**config.mk**
```make
export PLATFORM = sky130hd
export DESIGN_NAME = crc_word_serializer
export DESIGN_NICKNAME = d
export VERILOG_FILES = /design/src/rtl/crc_ser_pkg.sv /design/src/rtl/crc_ser_word_fifo2.sv /design/src/rtl/crc_word_serializer.sv
export SDC_FILE = /design/constraint.sdc
export NUM_CORES = 1
export LEC_CHECK = 0
export ABC_AREA = 1
export CORE_AREA = 2 2 131 165
export DETAILED_ROUTE_END_ITERATION = 12
export DIE_AREA = 0 0 133 167
export GPL_ROUTABILITY_DRIVEN = 0
export MAX_ROUTING_LAYER = met4
export PLACE_DENSITY = 0.41
export SLEW_MARGIN = 10
export SYNTH_ARGS = -nofsm -noshare
export SYNTH_HDL_FRONTEND = slang
export SYNTH_HIERARCHICAL = 1
export SYNTH_SLANG_ARGS = --single-unit
```
**constraint.sdc**
```tcl
create_clock -name clk -period 2.6 [get_ports clk]
set_input_delay 0.52 -clock clk [delete_from_list [all_inputs] [get_ports clk]]
set_output_delay 0.52 -clock clk [all_outputs]
set_load 0.05 [all_outputs]
```
**src/rtl/crc_ser_pkg.sv**
```systemverilog
// Shared types and helpers for the CRC word serializer.
//   SZ_*            : bus size encodings (same as data_write_n)
//   ser_state_e     : serializer state (IDLE = no current word, SHIFT = emitting)
//   word_entry_t    : one buffered word with its byte cursor
//   size_to_nbytes  : size encoding -> byte count (0 for "no write")
package crc_ser_pkg;

  localparam int unsigned DATA_W = 32;
  localparam int unsigned BYTE_W = 8;
  localparam int unsigned NB_W   = 3;
  localparam int unsigned IDX_W  = 2;

  localparam logic [1:0] SZ_B    = 2'b00;
  localparam logic [1:0] SZ_H    = 2'b01;
  localparam logic [1:0] SZ_W    = 2'b10;
  localparam logic [1:0] SZ_NONE = 2'b11;

  typedef enum logic {
    IDLE  = 1'b0,
    SHIFT = 1'b1
  } ser_state_e;

  typedef struct packed {
    logic [DATA_W-1:0] data;
    logic [NB_W-1:0]   nbytes;
    logic [IDX_W-1:0]  idx;
    logic              msb_first;
  } word_entry_t;

  function automatic logic [NB_W-1:0] size_to_nbytes(input logic [1:0] size);
    case (size)
      SZ_B:    return 3'd1;
      SZ_H:    return 3'd2;
      SZ_W:    return 3'd4;
      default: return 3'd0;
    endcase
  endfunction

endpackage

```
**src/rtl/crc_ser_word_fifo2.sv**
```systemverilog
// Two-entry word store (CUR = word being emitted, PEND = next word).
//   clk, rst_n     : clock, synchronous active-low reset
//   clr            : synchronous flush of both entries
//   push/push_word : accept a new word (idx must already be 0)
//   advance        : non-final byte of CUR transferred, bump its cursor
//   pop            : final byte of CUR transferred; promote PEND, or load
//                    push_word directly, or empty CUR
//   cur_word       : current entry contents
//   cur_full       : CUR holds a word
//   pend_full      : PEND holds a word
module crc_ser_word_fifo2
  import crc_ser_pkg::*;
(
  input  logic        clk,
  input  logic        rst_n,
  input  logic        clr,
  input  logic        push,
  input  word_entry_t push_word,
  input  logic        advance,
  input  logic        pop,
  output word_entry_t cur_word,
  output logic        cur_full,
  output logic        pend_full
);

  word_entry_t pend_word;

  // Push is never asserted while both entries are full, and advance/pop
  // only occur while CUR is full, so the branches below are exhaustive.
  always_ff @(posedge clk) begin
    if (!rst_n || clr) begin
      cur_word  <= '0;
      pend_word <= '0;
      cur_full  <= 1'b0;
      pend_full <= 1'b0;
    end else if (pop) begin
      if (pend_full) begin
        cur_word  <= pend_word;
        pend_full <= 1'b0;
      end else if (push) begin
        cur_word <= push_word;
      end else begin
        cur_full <= 1'b0;
      end
    end else begin
      if (advance) begin
        cur_word.idx <= IDX_W'(cur_word.idx + 2'd1);
      end
      if (push) begin
        if (!cur_full) begin
          cur_word <= push_word;
          cur_full <= 1'b1;
        end else begin
          pend_word <= push_word;
          pend_full <= 1'b1;
        end
      end
    end
  end

endmodule

```
**src/rtl/crc_word_serializer.sv**
```systemverilog
// Splits 8/16/32-bit bus writes into a ready/valid byte stream for the
// CRC byte FIFO, with per-word byte order and a running byte count.
//   clk, rst_n       : clock, synchronous active-low reset
//   clr              : flush buffers and zero byte_count
//   in_valid/in_size/in_data/in_msb_first : word offer (size 11 = no write)
//   in_ready         : a word can be accepted this cycle
//   out_valid/out_byte/out_ready : byte stream handshake
//   busy             : a word is being emitted
//   byte_count       : bytes transferred since reset/clr (wraps)
module crc_word_serializer
  import crc_ser_pkg::*;
#(
  parameter int unsigned COUNT_W = 16
) (
  input  logic               clk,
  input  logic               rst_n,
  input  logic               clr,
  input  logic               in_valid,
  input  logic [1:0]         in_size,
  input  logic [31:0]        in_data,
  input  logic               in_msb_first,
  output logic               in_ready,
  output logic               out_valid,
  output logic [7:0]         out_byte,
  input  logic               out_ready,
  output logic               busy,
  output logic [COUNT_W-1:0] byte_count
);

  ser_state_e       state;
  word_entry_t      cur_word;
  word_entry_t      push_word;
  logic             cur_full;
  logic             pend_full;
  logic             accept;
  logic             xfer;
  logic             eow;
  logic [IDX_W-1:0] byte_pos;

  // Ready depends only on buffer occupancy, never on out_ready.
  assign in_ready  = !(cur_full && pend_full);
  assign out_valid = (state == SHIFT);
  assign busy      = (state == SHIFT);

  assign accept = in_valid && in_ready && (in_size != SZ_NONE);
  assign xfer   = out_valid && out_ready;
  assign eow    = xfer && (NB_W'(cur_word.idx) == NB_W'(cur_word.nbytes - 3'd1));

  assign push_word = '{data:      in_data,
                       nbytes:    size_to_nbytes(in_size),
                       idx:       2'd0,
                       msb_first: in_msb_first};

  // MSB-first walks down from the highest valid byte of this word.
  assign byte_pos = cur_word.msb_first
                  ? IDX_W'(cur_word.nbytes - NB_W'(cur_word.idx) - 3'd1)
                  : cur_word.idx;
  assign out_byte = out_valid ? BYTE_W'(cur_word.data >> {byte_pos, 3'b000}) : 8'h00;

  crc_ser_word_fifo2 u_fifo (
    .clk       (clk),
    .rst_n     (rst_n),
    .clr       (clr),
    .push      (accept),
    .push_word (push_word),
    .advance   (xfer && !eow),
    .pop       (eow),
    .cur_word  (cur_word),
    .cur_full  (cur_full),
    .pend_full (pend_full)
  );

  // State tracks CUR occupancy; a word arriving on the final byte refills CUR.
  always_ff @(posedge clk) begin
    if (!rst_n || clr) begin
      state <= IDLE;
    end else begin
      case (state)
        IDLE:    if (accept) state <= SHIFT;
        SHIFT:   if (eow && !pend_full && !accept) state <= IDLE;
        default: state <= IDLE;
      endcase
    end
  end

  // Running byte count, wraps modulo 2^COUNT_W.
  always_ff @(posedge clk) begin
    if (!rst_n || clr) begin
      byte_count <= '0;
    end else if (xfer) begin
      byte_count <= COUNT_W'(byte_count + 1'b1);
    end
  end

endmodule

```
Fig. 1: run 1, sequential cells grouped by signal name
Scale bar: 50 µm.
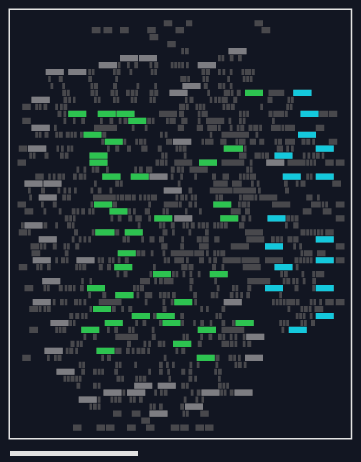
Green is u_fifo/cur_word, placed flops 38. Cyan is byte_count, placed flops 16, where right middle.
Another 41 sequential cells are not colored.
FF/Latch Area: 1900 µm²
flop share of the area: 0.287

Fig. 2: run 1, nets reached from selected ports
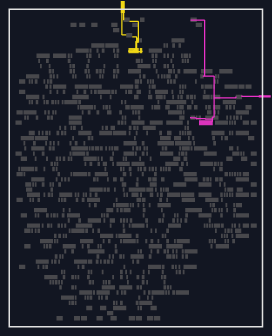
Yellow is in_size, bits 2, direction input, end cells 6, wire 62.5 µm. Magenta is out_valid, bits 1, direction output, end cells 1, wire 103 µm.

Fig. 3: run 1, clock nets
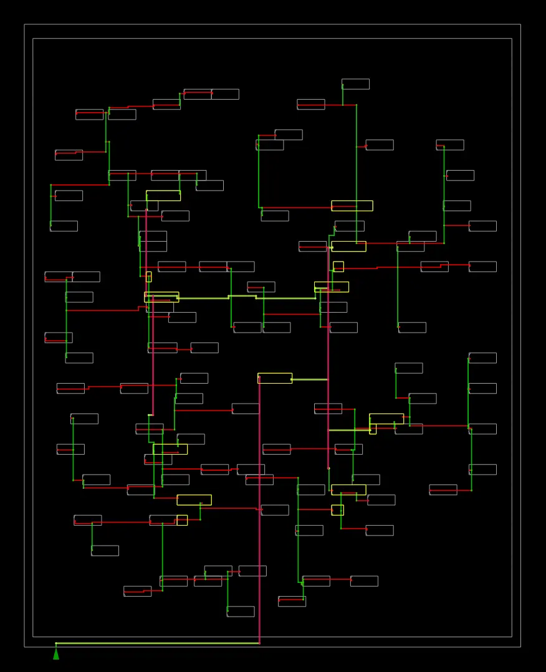
flop count: 95
Power Clock: 1.36 mW
Num CTS Buffers: 9
clock buffers: 10
clk ins delay skew pair: 0.35 ns

Fig. 4: run 1, cells by drive strength
Scale bar: 50 µm.
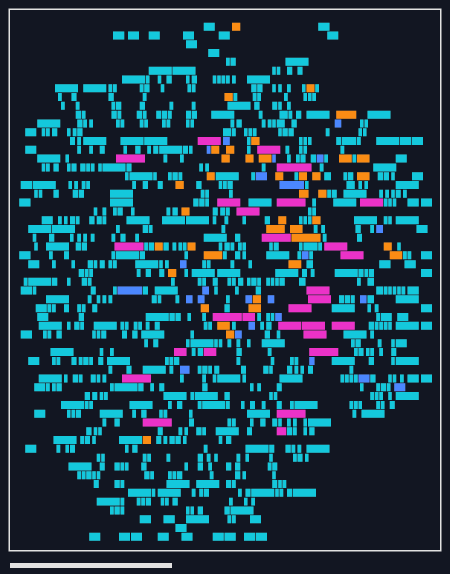
Cyan is drive 1 or less, cells 799, share 90%, most used nor2_1. Orange is drive 3 to 4, cells 39, share 4.4%, most used buf_4. Magenta is drive 6 and up, cells 28, share 3.1%, most used buf_12. Blue is drive 2, cells 24, share 2.7%, most used nor2_2.
Area growth syn-to-layout: 29.9%
PnR worst setup slack: 0.0998 ns

## run 1: metal layers
layer,track usage,vias up,wire (µm)
met5,-,-,0
met4,0.0496,0,278
met3,0.0198,21,495
met2,0.250,93,7530
met1,0.189,2308,7400
li1,-,2725,-
## run 1: power breakdown
part	switching, mW	total [mW]	internal, mW
sequential	0.0230	1.51	1.49
clock	0.616	1.36	0.744
combinational	0.271	0.460	0.190
total	0.910	3.33	2.42
## run 1: worst max-delay path, cell delays in order, from the launching register on
cell and delay, ns:
dfxtp_2 0.36, clkinv_4 0.06, ha_4 0.27, nand2_4 0.07
o21ai_4 0.13, buf_4 0.17, nand2_1 0.04, o21ai_0 0.08
nand2_1 0.08, nand2_1 0.06, nor2_1 0.04, buf_4 0.14
buf_12 0.14
## run 1: sequential cells by signal, indices dropped and copies added (netlist names)
name,count
busy,1
u_fifo/pend_full,1
u_fifo/cur_full,1
u_fifo/pend_word,38
u_fifo/cur_word,38
byte_count,16
## run 1: layout make-up
class	instances	share of cell area
repair buffers	96	0.156
clock buffers	10	0.0345
inverters	62	0.0358
well taps	274	0.0516
multi-input cells	622	0.426
clock inverters	5	0.00886
flip-flops and latches	95	0.287
## run 1: metrics by stage
| stage | setup TNS [ns] | hold slack [ns] | power (mW) | worst slack [ns] | area, µm² |
|---|---|---|---|---|---|
| 3_5_place_dp | 0 | 0.455 | 1.98 | 0.181 | 6210 |
| 4_1_cts | 0 | 0.465 | 3.38 | 0.0164 | 6570 |
| 5_1_grt | -0.00862 | 0.499 | 3.50 | -0.00544 | 6640 |
| 3_3_place_gp | 0 | 0.444 | 1.98 | 0.201 | 6210 |
| 2_1_floorplan | 0 | 0.429 | 1.78 | 0.164 | 5120 |
| 6_report | 0 | 0.463 | 3.33 | 0.0998 | 6640 |
## run 1: cells by family (layout without fill, tap and decap cells)
| logic type | count (synthesis) | after routing | synth area share |
|---|---|---|---|
| simple gates | 460 | 461 | 0.370 |
| compound gates | 153 | 154 | 0.152 |
| buf+inv | 110 | 173 | 0.0974 |
| flops | 95 | 95 | 0.372 |
| fa+ha+maj | 3 | 3 | 0.00734 |
| other cells | 1 | 4 | 0.000734 |
## run 1: repair_timing
item                                    CTS  global route
endpoints found under the setup margin    8             8
pin swaps                                 1             6
setup buffers                             0             3
resized                                  20            15
cloned                                    1             1
endpoints found under the hold margin     0             0
## run 1: layout by cell type (no fill, tap or decap), types with 9 or more instances in the layout
master / count
a21oi_1: 14
buf_12: 13
buf_4: 23
clkbuf_16: 9
clkdlybuf4s50_1: 57
dfxtp_1: 93
inv_1: 59
nand2_1: 126
nand3_1: 44
nor2_1: 253
nor2_2: 9
o21ai_0: 108
o21ai_1: 25
## run 1: worst paths after layout
| path | from | endpoint | slack [ns] | cells past startpoint |
|---|---|---|---|---|
| setup / recovery | u_fifo/cur_word[1] | out_byte[7] | 0.1 | 12 |
| hold / removal | u_fifo/pend_word[31] | u_fifo/pend_word[31] | 0.46 | 2 |
| setup reg to reg | u_fifo/cur_word[3] | u_fifo/cur_word[17] | 0.26 | 13 |
| hold reg to reg | u_fifo/pend_word[31] | u_fifo/pend_word[31] | 0.46 | 2 |
==> changes_impl.md, run 1 <==
## Flow update

* Yosys warnings at 6
* Area leader, netlist: dfxtp_1
* Row count at between 50 and 60
* I/O pin count at roughly 67
* Starting Density at 0.248
* DRT antenna net count at 0
* GRT Util Overall at 0.151
* Layout cells sized above 1 at 0.102
* VDD IR max at 305 µV
* Critical Path Fanout Max at 5
* Antenna Diode Count at 0
* Die X-Extent at around 130 µm
* Cell area leaders: dfxtp_1, nor2_1, o21ai_0, nand2_1, inv_1
* Cell count in the Yosys report at approximately 800
* Vias per inst at about 4.4
* Clk root buf: clkbuf_16
* Clk slew on worst S/H paths at 0.07 ns
* Hold Crit Class: flop to flop
* Clock Sinks at roughly 95
* Drt total wl at approximately 16000 µm
* TritonCTS clock tree: done
* Fill count at 2283
* Die outline height at between 150 and 200 µm
* Detailed Place HPWL at about 10000 µm
* DRT Pass-1 Iters at 4
* Crit start category: flop
* Antenna violations before repair at 0
* OpenROAD warning count at 27
* Status: complete, no violations
* H-Tree Level Count at 3
* Initial drt markers at between 200 and 250
* Yosys chip area at a little over 5000 µm²
* Count leader, synth: nor2_1
* # Max-Cap Violations at 0
* Cell Area, Synth at slightly above 5000 µm²
* I/O Buffers at between 60 and 70
* Final tally of hold violations at 0
* Top cell area share at 0.372
* Required @ worst endpoint at ~2.1 ns
* First-pass GRT wire length at between 20000 and 30000 µm
* Cts-stage hold buffer count at 0
* Setup-failing EPs final at 0
* Clock Skew at 0.00637 ns
* RSZ-0062 raised after global routing: yes
* Max-slew violations at 0
* Ys flop type: dfxtp_1
* Leak Pwr at 2.83 nW
* Post-Syn Area per Cell at 6.22 µm²
* Die area at roughly 22000 µm²
* Core area at between 20000 and 25000 µm²
* Inst Count DP at roughly 1100
* Vias in the first global route at about 5000
* Non-filler instance count after layout at between 1000 and 1500
* Clock tree buffer depth at 2
* Pwr dens at ~500 nW/µm²
* Critical path endpoint category: primary output
* Worst Path Arrival at a little under 2 ns
* Layout Nets at 929
* DRC viols at 0
* Post-synth ARST share at 0
* Routed len/inst at ~13 µm
* WS Path Type: flop to primary output
* Final core occ at 0.322
* Most frequent cells after synthesis: nor2_1, nand2_1, o21ai_0
* Logic area at between 2000 and 3000 µm²
* Post-route minimum period at 2.50 ns
* Seq cells post-synth at 95
* Vias at a little over 5000
* Fmax at 400 MHz
* Largest net degree at the start of global routing at between 70 and 80
* Remaining global-route overflow at 0
* Fin crit share at 0.962
* Slew HR at 0.659
* Syn Inst Count at roughly 820
* Worst Tran Pin Value at between 0.5 and 0.6 ns
* Distinct cell type count after synthesis at 30
* EDFF count, synth at 0
* Synth Seq Share at 0.372
Fig. 5: run 1, metal layers overlaid
Scale bar: 50 µm.
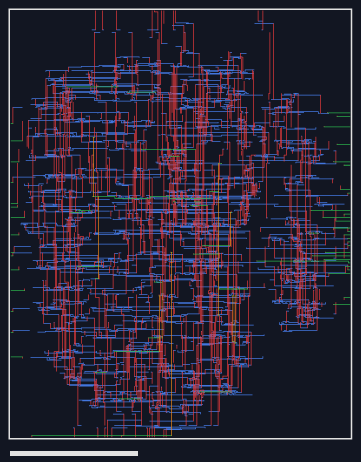

## Run 2: what changed since run 1
Settings changed: GPL_TIMING_DRIVEN set to 0, PLACE_DENSITY 0.41 to 0.5.
Fig. 6: run 2, metal layers overlaid
Scale bar: 50 µm.
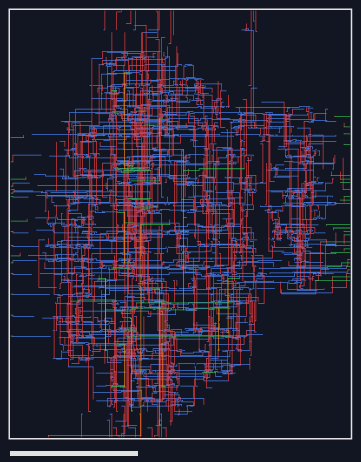
Green is met3, wire length 577 µm. Red is met2, wire length 7440 µm. Blue is met1, wire length 7540 µm. Orange is met4, wire length 426 µm.
drt total wl: 16000 µm
routed len/inst: 13.5 µm
Vias: 5250
GRT Util Overall: 0.150

==> run 2 against run 1 <==
  * Via count grew 2.0%
  * Worst setup slack lost 0.0031 ns
  * First-iteration DRC count grew 43%
  * Fmax shrank 0.12%
  * Critical path type unchanged
  * Critical endpoint is now out_byte[6]
  * Largest cell class unchanged
  * Largest power group unchanged
==> changes_impl.md, run 2 <==
## Flow update

* Clock tree buffer depth at 2 (unchanged)
* # Max-Cap Violations at 0 (unchanged)
* Final tally of hold violations at 0 (unchanged)
* DRT Pass-1 Iters at 5 (+1)
* Vias in the first global route at 4940 (-3.8%)
* Fmax at 399 MHz (-0.12%)
* Synth Seq Share at 0.372 (unchanged)
* Final core occ at 0.317 (-0.00559)
* Layout Nets at 946 (+1.8%)
* Count leader, synth: nor2_1
* WHS at 0.455 ns (-0.00781 ns)
* Detailed Place HPWL at 12000 µm (+17%)
* H-Tree Level Count at 3 (unchanged)
* OpenROAD warning count at 27 (unchanged)
* Clk ins delay skew pair at 0.35 ns (about the same)
* Distinct cell type count after synthesis at 30 (unchanged)
* Worst Tran Pin Value at 0.574 ns (+0.0643 ns)
* Top cell area share at 0.372 (unchanged)
* Die X-Extent at 133 µm (unchanged)
* Fin Setup TNS at 0 ns (unchanged)
* Area leader, netlist: dfxtp_1
* Post-Syn Area per Cell at 6.22 µm² (unchanged)
* Post-route minimum period at 2.50 ns (+0.00310 ns)
* Worst Path Arrival at 1.98 ns (about the same)
* I/O pin count at 67 (unchanged)
* Antenna Diode Count at 0 (unchanged)
* Slew HR at 0.617 (-0.0418)
* Most used logic cell in the final layout: nor2_1
* Largest net degree at the start of global routing at 15 (-81%)
* Critical Path Fanout Max at 10 (+5)
* Pwr Total at 3.42 mW (+2.7%)
* Critical path endpoint category: primary output
* DRC viols at 0 (unchanged)
* VDD IR max at 325 µV (+6.6%)
* Core area at 20600 µm² (unchanged)
* Layout cells sized above 1 at 0.0947 (-0.00753)
* Cell Area, Synth at 5110 µm² (unchanged)
* Hold Crit Class: flop to flop
* WS Path Type: flop to primary output
* Non-filler instance count after layout at 1182 (+1.5%)
* Row count at 59 (unchanged)
* Max-slew violations at 0 (unchanged)
* Yosys warnings at 6 (unchanged)
* Most frequent cells in the layout: nor2_1, nand2_1, o21ai_0
* Pwr dens at 524 nW/µm² (+4.5%)
* Post-synth ARST share at 0 (unchanged)
* Clk root buf: clkbuf_16
* Fin crit share at 0.963 (+0.00119)
* Top Registers: u_fifo/cur_word x38, u_fifo/pend_word x38, byte_count x16
* Die outline height at 167 µm (unchanged)
* Vias per inst at 4.44 (+0.45%)
* Cell area leaders: dfxtp_1, nor2_1, o21ai_0, nand2_1, inv_1
* Cts-stage hold buffer count at 0 (unchanged)
* Leak Pwr at 2.83 nW (-0.21%)
* Initial drt markers at 329 (+43%)
* Num CTS Buffers at 9 (unchanged)
* Crit start category: flop
* Inst Count DP at 1165 (+1.8%)
* Clk slew on worst S/H paths at 0.06 ns (about the same)
* Remaining global-route overflow at 0 (unchanged)
* Antenna violations before repair at 0 (unchanged)
* TritonCTS clock tree: done
* Required @ worst endpoint at 2.08 ns (about the same)
* Area growth syn-to-layout at 27.6%
* Setup-failing EPs final at 0 (unchanged)
* First-pass GRT wire length at 25600 µm (-3.1%)
* Seq cells post-synth at 95 (unchanged)
* EDFF count, synth at 0 (unchanged)
* Yosys chip area at 5110 µm² (unchanged)
* Clock Sinks at 95 (unchanged)
* Starting Density at 0.248 (unchanged)
* Most frequent cells after synthesis: nor2_1, nand2_1, o21ai_0
* RSZ-0062 raised after global routing: no
* I/O Buffers at 66 (unchanged)
* Ys flop type: dfxtp_1
* Die area at 22200 µm² (unchanged)
* Status: complete, no violations
* DRT antenna net count at 0 (unchanged)
* Cell count in the Yosys report at 822 (unchanged)
* Syn Inst Count at 822 (unchanged)
Fig. 7: run 2, clock nets
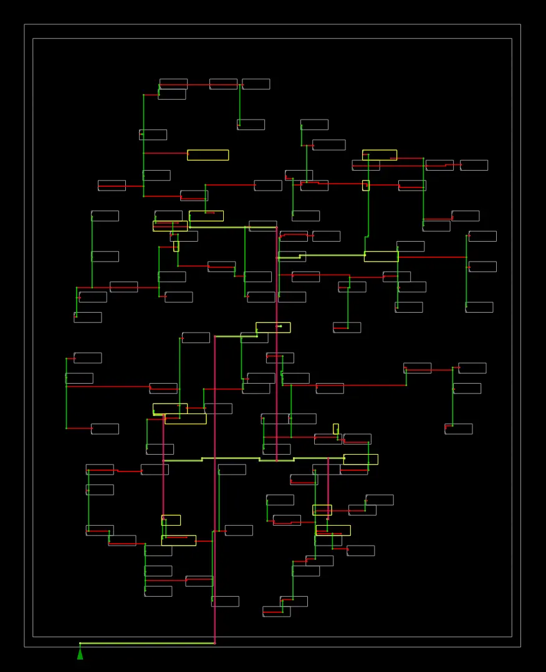
clock buffers: 13
Clock Skew: 0.00656 ns
Power Clock: 1.47 mW

==> run 2: worst paths after layout <==
check             slack [ns]  depth (start not counted)                 start              endpoint
hold / removal          0.45                          2  u_fifo/pend_word[31]  u_fifo/pend_word[31]
hold reg to reg         0.45                          2  u_fifo/pend_word[31]  u_fifo/pend_word[31]
setup / recovery         0.1                         10    u_fifo/cur_word[1]           out_byte[6]
setup reg to reg        0.22                         13    u_fifo/cur_word[3]   u_fifo/cur_word[29]
==> run 2: report_power, final <==
group          switching (mW)  leakage, nW  internal, mW
Clock                   0.575        0.160         0.895
Combinational           0.275         1.90         0.169
Sequential             0.0209        0.770          1.49
==> run 2: through the flow <==
step	area [µm²]	setup slack [ns]
after global placement	6130	-0.377
final	6530	0.0967
after global routing	6530	0.00389
after detailed placement	6130	-0.402
after floorplan	5120	0.164
after CTS	6480	-0.0146
==> run 2: layout make-up <==
| cell class | instances | area [µm²] |
|---|---|---|
| clock buffers | 13 | 260 |
| fillers | 2310 | 14100 |
| plain buffers | 48 | 284 |
| flip-flops and latches | 95 | 1910 |
| clock inverters | 3 | 65.1 |
| well taps | 274 | 343 |
| multi-input cells | 620 | 2760 |
| inverters | 62 | 233 |
| repair buffers | 67 | 671 |
==> run 2: worst max-delay path: stages, from the launching register on <==
cell,delay [ns]
dfxtp_4,0.37
inv_2,0.07
ha_4,0.27
nand2_2,0.06
o21ai_4,0.12
buf_6,0.18
o21ai_0,0.10
nand2_1,0.08
nand2_1,0.06
nor2_2,0.16
buf_6,0.18
==> run 2: repair_timing <==
item | 4_1_cts | 5_1_grt
setup endpoints to repair | 26 | 54
setup buffers | 1 | 0
cloned | 0 | 0
pin swaps | 1 | 1
gates resized | 64 | 13
==> run 2: layer usage <==
layer / GRT usage / vias up / part of all wire
li1: - / 2753 / -
met1: 0.186 / 2342 / 0.47
met2: 0.239 / 127 / 0.47
met3: 0.0250 / 28 / 0.036
met4: 0.0683 / 0 / 0.027
met5: - / - / 0
==> run 2: cell families (layout without fill, tap and decap cells) <==
kind of cell               Yosys count  in the layout  share of synthesized area
AOI/OAI and AO/OA                  153            153                      0.152
adders and majority gates            3              3                    0.00734
buffers and inverters              110            193                     0.0974
DFF                                 95             95                      0.372
other                                1              4                   0.000734
and+or+nand+nor                    460            460                      0.370
No activity file was given, so power comes from the tool's default toggle rates.
